<file path="config.mk">
export PLATFORM = sky130hd
export DESIGN_NAME = mem_arbiter
export DESIGN_NICKNAME = d
export VERILOG_FILES = /design/src/rtl/mem_arbiter.sv
export SDC_FILE = /design/constraint.sdc
export NUM_CORES = 1
export LEC_CHECK = 0
export CORE_MARGIN = 1
export CORE_UTILIZATION = 34
export CTS_CLUSTER_SIZE = 8
export DETAILED_ROUTE_END_ITERATION = 6
export GPL_TIMING_DRIVEN = 0
export HOLD_SLACK_MARGIN = 0.06
export PLACE_DENSITY = 0.77
export SLEW_MARGIN = 25
export SYNTH_ARGS = -nofsm -noshare
export SYNTH_HDL_FRONTEND = slang
export SYNTH_SLANG_ARGS = --single-unit
</file>
<file path="constraint.sdc">
create_clock -name Clk -period 3.9 [get_ports Clk]
set_input_delay 0.78 -clock Clk [delete_from_list [all_inputs] [get_ports Clk]]
set_output_delay 0.78 -clock Clk [all_outputs]
set_load 0.03 [all_outputs]
</file>
<file path="src/rtl/mem_arbiter.sv">
// Two-port (A = CPU, B = DMA/debug) arbiter onto a single-ported data memory; one access per 3 cycles.
// Optional starvation guard for port B is enabled by defining ARB_STARVE_GUARD_EN.
module mem_arbiter #(
  parameter int MAX_WAIT = 4
) (
  input  logic        Clk,
  input  logic        Reset_n,
  input  logic        A_Req,
  input  logic        A_We,
  input  logic [31:0] A_Addr,
  input  logic [31:0] A_WData,
  output logic        A_Ack,
  output logic        A_Err,
  input  logic        B_Req,
  input  logic        B_We,
  input  logic [31:0] B_Addr,
  input  logic [31:0] B_WData,
  output logic        B_Ack,
  output logic        B_Err,
  output logic [31:0] RData,
  output logic [31:0] MemAddr,
  output logic [31:0] MemWData,
  output logic        MemWrite,
  output logic        MemRead,
  input  logic [31:0] MemRData
);

  typedef enum logic [1:0] {
    IDLE   = 2'd0,
    ACCESS = 2'd1,
    RESP   = 2'd2
  } stateT;

  stateT       state;
  stateT       nextState;
  logic        anyReq;
  logic        pickB;
  logic        forceB;
  logic        grantB;
  logic        latWe;
  logic [31:0] latAddr;
  logic [31:0] latWData;
  logic        errReg;
  logic [31:0] rDataReg;
  logic        aligned;

  assign anyReq  = A_Req | B_Req;
  assign pickB   = B_Req & (~A_Req | forceB);
  assign aligned = (latAddr[1:0] == 2'b00);

`ifdef ARB_STARVE_GUARD_EN
  localparam logic [2:0] MaxWait = 3'(MAX_WAIT);
  logic [2:0] waitCnt;

  assign forceB = (waitCnt == MaxWait);

  // Counts A wins while B is waiting; saturates so B is forced on the next contended slot.
  always_ff @(posedge Clk or negedge Reset_n) begin
    if (!Reset_n) begin
      waitCnt <= 3'd0;
    end else if (state == IDLE) begin
      if (!B_Req || pickB) begin
        waitCnt <= 3'd0;
      end else if (waitCnt != MaxWait) begin
        waitCnt <= waitCnt + 3'd1;
      end
    end
  end
`else
  assign forceB = 1'b0;
`endif

  // NOTE: state registers use non-blocking assignments so every flop samples pre-edge values.
  always_ff @(posedge Clk or negedge Reset_n) begin
    if (!Reset_n) begin
      state <= IDLE;
    end else begin
      state <= nextState;
    end
  end

  // NOTE: nextState gets a default first so no path through the case leaves it unassigned (no latch).
  always_comb begin
    nextState = state;
    unique case (state)
      IDLE:    if (anyReq) nextState = ACCESS;
      ACCESS:  nextState = RESP;
      RESP:    nextState = IDLE;
      default: nextState = IDLE;
    endcase
  end

  // Winner's command is frozen here; later Req/Addr/WData changes cannot disturb the access.
  always_ff @(posedge Clk or negedge Reset_n) begin
    if (!Reset_n) begin
      grantB   <= 1'b0;
      latWe    <= 1'b0;
      latAddr  <= 32'd0;
      latWData <= 32'd0;
    end else if (state == IDLE && anyReq) begin
      grantB   <= pickB;
      latWe    <= pickB ? B_We    : A_We;
      latAddr  <= pickB ? B_Addr  : A_Addr;
      latWData <= pickB ? B_WData : A_WData;
    end
  end

  always_ff @(posedge Clk or negedge Reset_n) begin
    if (!Reset_n) begin
      errReg   <= 1'b0;
      rDataReg <= 32'd0;
    end else if (state == ACCESS) begin
      errReg   <= ~aligned;
      rDataReg <= (aligned && !latWe) ? MemRData : 32'd0;
    end
  end

  assign MemAddr  = latAddr;
  assign MemWData = latWData;
  assign MemWrite = (state == ACCESS) &  aligned &  latWe;
  assign MemRead  = (state == ACCESS) &  aligned & ~latWe;
  assign RData    = rDataReg;

  assign A_Ack = (state == RESP) & ~grantB;
  assign B_Ack = (state == RESP) &  grantB;
  assign A_Err = A_Ack & errReg;
  assign B_Err = B_Ack & errReg;

endmodule

</file>
Cell outlines without signal wires:
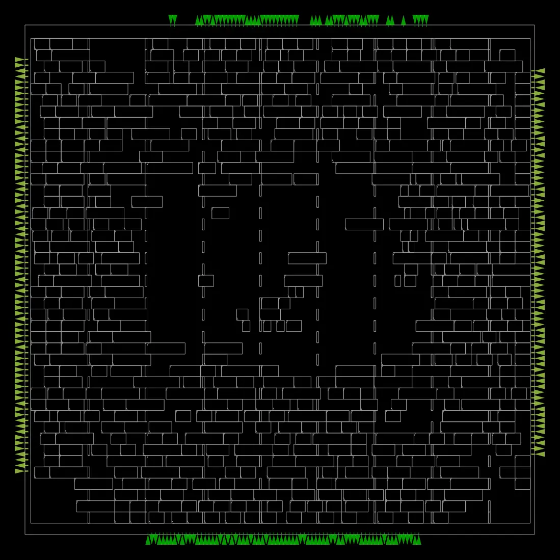
Final Core Density: 58.53%
fin cells: 764
core region area: 14,100 µm²

==> run summary <==
syn_area_per_cell -> 16.57 µm²
Startpoint Class -> flip-flop
CTS buffer count -> 9
Slew @ Worst Pin -> 0.4887 ns
VDD IR max -> 383.4 µV
# DRC -> 0
final instance area -> 8250 µm²
slew margin rel. -> 67.42%
Slowest cell on crit path -> clkdlybuf4s50_1
outcome -> complete, no violations
H-tree depth -> 3
worst path required time -> 3.12 ns
via count -> 3,560
vias in the first global route -> 3,873
CP Max Fanout -> 10
Fmax -> 0.3206 GHz
Max Slew Vio Count -> 0
combinational share of power -> 55.1%
Sink Count -> 101
post-DR wirelength/cell -> 17.20 µm
logic area -> 2230 µm²
Syn-to-layout area delta -> 65.97%
Setup Fix Bufs, Post-CTS -> 0
DP HPWL -> 10,210 µm
ANT cells -> 0
CP dominant cell by count -> buf_2
PD cells -> 787.7 nW/µm²
yosys cell count -> 300
row cnt -> 43
switching part of the total -> 38.37%
Synth Seq Share -> 50.84%
die height -> 122.9 µm
TritonCTS clock tree -> yes
crit end category -> output pin
RSZ-0062 raised after global routing -> no
buffer depth of the longest clock path -> 2
die width -> 122.9 µm
# fillers -> 1,123
Clock Skews -> 0.01012 ns
Latency at later pin -> 0.35 ns
Synth Instances -> 300
drt initial violations -> 75
Mapped Area -> 4971 µm²
register share of total power -> 28.6%
final setup fails -> 0
delay-heaviest family, CP -> buffers and inverters
Yosys Chip Area -> 4971 µm²
I/O Buffers -> 267
Syn Nets -> 466
nets@finish -> 745
Internal Power -> 4.005 mW
net load switching power -> 2.494 mW
fp util -> 35.27%
Die ar. -> 15,110 µm²
initial antenna violation count -> 0
Sequential Area -> 2527 µm²
root buffer cell -> clkbuf_16
CTS Hold Bufs -> 0
post_cts resized -> 0
Pre-Repair DR Iteration Count -> 4
GP Congestion -> 0.7224
total power -> 6.498 mW
most common logic cells in the final layout -> 266 x clkdlybuf4s50_1, 101 x dfrtp_1, 100 x mux2_4
Worst-path clk slew -> 0.07 ns
Placement Cell Area -> 7898 µm²
Max-Cap Viols -> 0
WS Path Type -> reg2out
Top cell excl fill/tap -> clkdlybuf4s50_1
reg2reg setup slack -> 2.23 ns
I/O pins -> 268
Log Warnings -> 26
Final min period -> 3.119 ns
layout cells sized above 1 -> 28.77%
crit-path cells -> nand2b_1, buf_2, nor4_4, buf_2, clkdlybuf4s50_1
Cell area leaders -> dfrtp_1 51%, mux2_4 30%, mux2_2 6.8%, a22o_1 5.6%, buf_12 2.0%
Detailed Route WL -> 13,140 µm
post-route antenna net violation count -> 0
largest net degree at the start of global routing -> 54
area leader, netlist -> dfrtp_1
GR Overflow Total -> 0
Yosys top cell area share -> 50.84%
max incr delay on CP -> 0.71 ns
Clock power frac -> 16.3%
CP bufs+invs -> 3
hold crit path type -> in2async
Synth warnings -> 0
Synthesized registers -> 101
Final Hold Viols -> 0
worst path arrival time -> 2.34 ns
drt via density -> 4.660
static leakage -> 3.691 nW
fin crit share -> 79.98%
post-synthesis cell type count -> 20
All-Layer GR Usage -> 17.66%
first-pass GRT wire length -> 19,950 µm
Sequential cells coloured by netlist name:
Drawn at 2 px/µm. Other sequential cells in the stronger grey, the rest of the logic in the fainter grey.
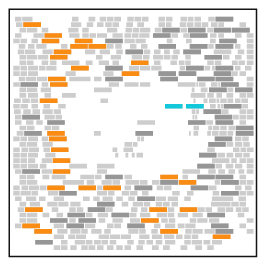
MemWData -> orange  # flops 32
state -> cyan  # flops 2
not coloured = 67

final cells by class:
class	instances	share of cell area [%]
buffer	21	2.548
tap	180	2.730
multi-input combinational	177	27.02
clock buffer	9	2.730
clock inverter	7	1.547
sequential	101	30.63
timing repair buffer	268	32.74
inverter	1	0.04550
cell usage after synthesis:
cell type / count
dfrtp_1: 101
mux2_4: 100
a22o_1: 32
mux2_2: 30
buf_2: 7
buf_12: 5
buf_6: 5
and2_1: 3
clkbuf_1: 3
nor2_1: 3
a21oi_1: 2
and3b_1: 1
buf_4: 1
inv_1: 1
nand2b_1: 1
nand2b_4: 1
nor3_1: 1
nor3b_1: 1
nor4_4: 1
o21a_1: 1
flip-flops by register name, summed over array words and instances, names as in the netlist:
| signal | flops |
|---|---|
| RData | 32 |
| errReg | 1 |
| grantB | 1 |
| latWe | 1 |
| MemAddr | 32 |
| state | 2 |
| MemWData | 32 |
final timing paths:
path,end,cells past startpoint,from
setup / recovery,MemRead,5,state[1]$_DFFE_PN0P_
hold / removal,MemAddr[30]$_DFFE_PN0P_,1,Reset_n
setup reg to reg,MemWData[4]$_DFFE_PN0P_,5,state[0]$_DFFE_PN0P_
hold reg to reg,MemAddr[31]$_DFFE_PN0P_,1,MemAddr[31]$_DFFE_PN0P_
max in group asynchronous,RData[7]$_DFFE_PN0N_,2,Reset_n
min in group Clk,MemAddr[31]$_DFFE_PN0P_,1,MemAddr[31]$_DFFE_PN0P_
power by group through the flow:
stage,combinational [mW],sequential (mW),clock [mW]
2_1_floorplan,1.22,2.79,0
3_3_place_gp,3.56,1.85,0
3_5_place_dp,3.61,1.87,0
4_1_cts,3.62,1.87,1.09
5_1_grt,3.76,1.92,1.14
6_report,3.58,1.86,1.06
kinds of logic (layout without fill, tap and decap cells):
logic type      count (synthesis)  in the layout  synth area share (%)
mux                           130            130                 37.00
flops                         101            101                 50.84
compound gates                 35             35                 5.991
buf+inv                        22            306                 4.304
simple gates                   12             12                 1.863
per-layer routing:
metal / up-vias / share of wire [%] / global-route usage [%]
met5: - / 0 / 0
met4: 0 / 1.9 / 6.250
met3: 20 / 9.3 / 6.411
met2: 169 / 52 / 31.88
met1: 1710 / 37 / 18.82
li1: 1661 / - / -
worst register-to-register path, cell delays in order (launching register included):
cell	delay, ns
dfrtp_1	0.41
nor2_1	0.21
o21a_1	0.19
buf_4	0.22
buf_6	0.21
mux2_4	0.32
per-stage QoR:
stage	std cells	hold WS (ns)	utilization, %	setup TNS [ns]	setup WS (ns)
final	764	0.3775	58.53	0	0.7807
after floorplan	300	0.4699	-	0	1.537
after global routing	764	0.3973	58.53	0	0.6359
after CTS	764	0.3720	58.53	0	0.7601
after detailed placement	748	0.4904	56.03	0	1.160
after global placement	747	0.4866	55.82	-168.70	-1.677
Power figures rest on the tool's default switching activity, not on a simulated workload.
